==> config.mk <==
export PLATFORM = sky130hd
export DESIGN_NAME = decade_counter_bcd
export DESIGN_NICKNAME = d
export VERILOG_FILES = /design/src/rtl/decade_counter_bcd.sv
export SDC_FILE = /design/constraint.sdc
export NUM_CORES = 1
export LEC_CHECK = 0
export CAP_MARGIN = 10
export CORE_AREA = 3 3 40 42
export CTS_BUF_LIST = sky130_fd_sc_hd__clkbuf_8
export CTS_CLUSTER_SIZE = 14
export DETAILED_ROUTE_END_ITERATION = 8
export DIE_AREA = 0 0 43 45
export GPL_TIMING_DRIVEN = 0
export SLEW_MARGIN = 5
export SYNTH_ARGS = -nofsm -noshare
export SYNTH_HDL_FRONTEND = slang
export SYNTH_SLANG_ARGS = --single-unit
export TNS_END_PERCENT = 1
==> constraint.sdc <==
create_clock -name clock -period 1.5 [get_ports clock]
set_clock_uncertainty 0.05 [all_clocks]
set_input_delay 0.375 -clock clock [delete_from_list [all_inputs] [get_ports clock]]
set_output_delay 0.375 -clock clock [all_outputs]
set_load 0.01 [all_outputs]
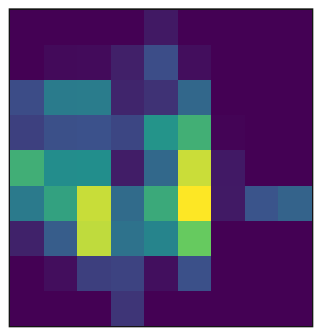
Figure 1: run 1, routed metal per tile.
9 x 9 tiles, from dark purple (low) to yellow (high), scaled to the fullest tile. Values are wire area over tile area, all layers added.
tiles over half the peak: 12%
emptiest ninth of the die: north-east
nearly empty tiles: 43%
per-cell routed wire length: 12.6 um
total track usage: 9.27%
DRT Wirelength: 859 um
via count: 340

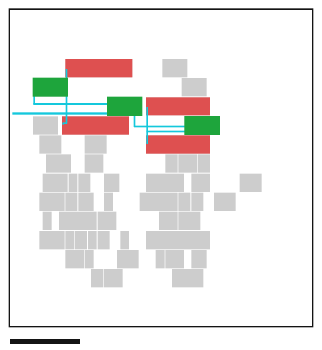
Figure 2: run 1, clock network drawn from the DEF.
Bar = 10 um.
[flip-flops] red | count: 4
[clock drivers] green | count: 3
[clock wires] cyan | length: 64.9 um
routed clock nets: 4
clk latency late pin: 210 ps
Power Clock: 0.219 mW

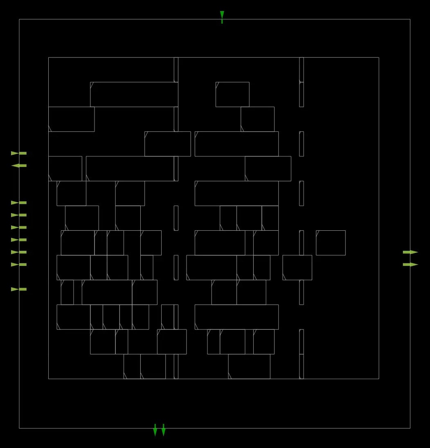
Figure 3: run 1, placed standard cells.
fraction of area in registers: 19.7%
fillers: 133

==> flow_metrics.tcl <==
# place-and-route summary
set metrics [dict create \
    status "finished, violations left" \
    violations "negative setup slack" \
    portBuffers 12 \
    crit_required_ps 1070 \
    largest_class "combinational gates" \
    syn-cell-area_um2 295 \
    yosysWarnings 0 \
    postRouteAntennaNets 0 \
    grt_pass1_vias 313 \
    peakVddDrop_mv 0.534 \
    post_cts_buffers 3 \
    cp_max_fo 3 \
    cts_num_sinks 4 \
    cts_resized 12 \
    layout-drive-gt1-share_pct 30.2 \
    path_depth 5 \
    combPwrFrac_pct 20.0 \
    rows 13 \
    cts_tree "done" \
    power-top-group "the clock network" \
    worstPathArrival_ps 1180 \
    crit_type "flop to output port" \
    grt_max_degree 10 \
    ios 14 \
    comb_share_pct 39.3 \
    critPathSlowestCell "dfrtp_2" \
    design.seq.count 4 \
    inverters 3 \
    num-multi-input-gates 26 \
    drt_iter0_markers 0 \
    final-nonclk-buf-share_pct 27.3 \
    setup_viol 1 \
    n_all_buffers 17 \
    numCtsBuffers 3 \
    met3_length_um 70 \
    slew_headroom_pct 72.0 \
    hold_buffers 0 \
    critPathLaunchType "flop" \
    crit_chain "inv_2 > ha_4 > nand3b_1 > nor2_1 > buf_2" \
    htree_levels 1 \
    ys_ff 4 \
    cts_buffer_depth 2 \
    switching_share_pct 23.0 \
    slew_viol_final 0 \
    leakage_nw 0.227 \
    rsz0062_at_grt "true" \
    register_area_um2 103 \
    nClkBuffers 3 \
    period_used_pct 107 \
    fin_cells 68 \
    diodes 0 \
    fp_util_pct 23.0 \
    clock_area_share_pct 7.91 \
    placed_area_um2 434 \
    intPower_mw 0.334 \
    hold_path_class "primary input to asynchronous set/reset pin" \
    final_nets 66 \
    worstRegToRegCells 6 \
    met1_usage_pct 9.22 \
    max_freq_mhz 622 \
    dpl.cell_count 61 \
    finalPower_mw 0.434 \
    fp.dieH_um 45 \
    met3_usage_pct 6.37 \
    die_area_um2 1940 \
    gp_congestion 0.735 \
    p_sw_mw 0.0999 \
    logic_area_um2 205 \
    lay_top_count "clkdlybuf4s50_1" \
    grt.overflow.total 0 \
    power.density_nw_per_um2 831 \
    netlist_instances 34 \
    ys_cells 34 \
    avgSynthCellArea_um2 8.68 \
    drt_pass1_iterations 1 \
    grt_use_met2_pct 17.1 \
    ys_area_um2 295 \
    warnings 29 \
    tns_ps -108 \
    taps 15 \
    cpPeakStageDelay_ps 420 \
    drc_errors 0 \
    fin_crit_ps 1610 \
    p_seq_mw 0.128 \
    clkTransAtPathRegs_ps 30 \
    grt_antenna_before_repair 0 \
    postSynthSeqShare_pct 33.9 \
    rrSetupSlack_ps 10 \
    fp.dieW_um 43 \
    design_area_um2 522 \
    utilization_pct 40.6 \
    endpoint_kind "output port" \
    grt_pass1_wl_um 1290 \
    cap_violations 0 \
    holdWs_ps 318 \
    seqPwrFrac_pct 29.4 \
    wl_met2_um 452 \
    grt_busiest_layer "met2" \
    critPathBufInv 2 \
    final-hold-violation-count 0 \
    syn_nets 45 \
    critical_path.top_delay_family "flip-flops" \
    place_ws_ps -660 \
    avgViaCountPerCell 5.00 \
    root_buffer "clkbuf_8" \
    ys_types 20 \
    most-common-layout-cells "6 x clkdlybuf4s50_1, 5 x dlygate4sd2_1, 4 x a21oi_1, 4 x buf_4" \
    p_clk_share_pct 50.5 \
    routed.top_layer "met3" \
    tightest_slew_ps 421 \
    largest_reg_flops 4 \
    pg_comb_mw 0.0868 \
    wl_met1_um 336 \
    area_growth_pct 76.7 \
    core_area_um2 1280 \
    setup_ws_ps -108 \
]
-- run 1: kinds of logic after synthesis --
| group | synth area share, % |
|---|---|
| compound gates | 30.5 |
| fa+ha+maj | 8.47 |
| buf+inv | 5.08 |
| flops | 33.9 |
| simple gates | 22.0 |
-- run 1: synth_stat cells --
cell type,count,area [um2]
nand3b_1,2,15.0
ha_1,2,25.0
a31oi_1,1,6.26
o21ai_1,1,5.00
a211o_1,1,8.76
and4b_1,1,10.0
a221oi_1,2,17.5
nand3_1,1,5.00
a221oi_2,1,15.0
a21boi_0,1,7.51
inv_1,3,11.3
nand2_1,2,7.51
nand2_2,1,6.26
a21oi_1,4,20.0
o21ai_0,2,10.0
dfrtp_1,4,100
nor2_1,2,7.51
clkbuf_1,1,3.75
nor3b_1,1,7.51
or3_1,1,6.26
Power is estimated from default activity; no workload was simulated.
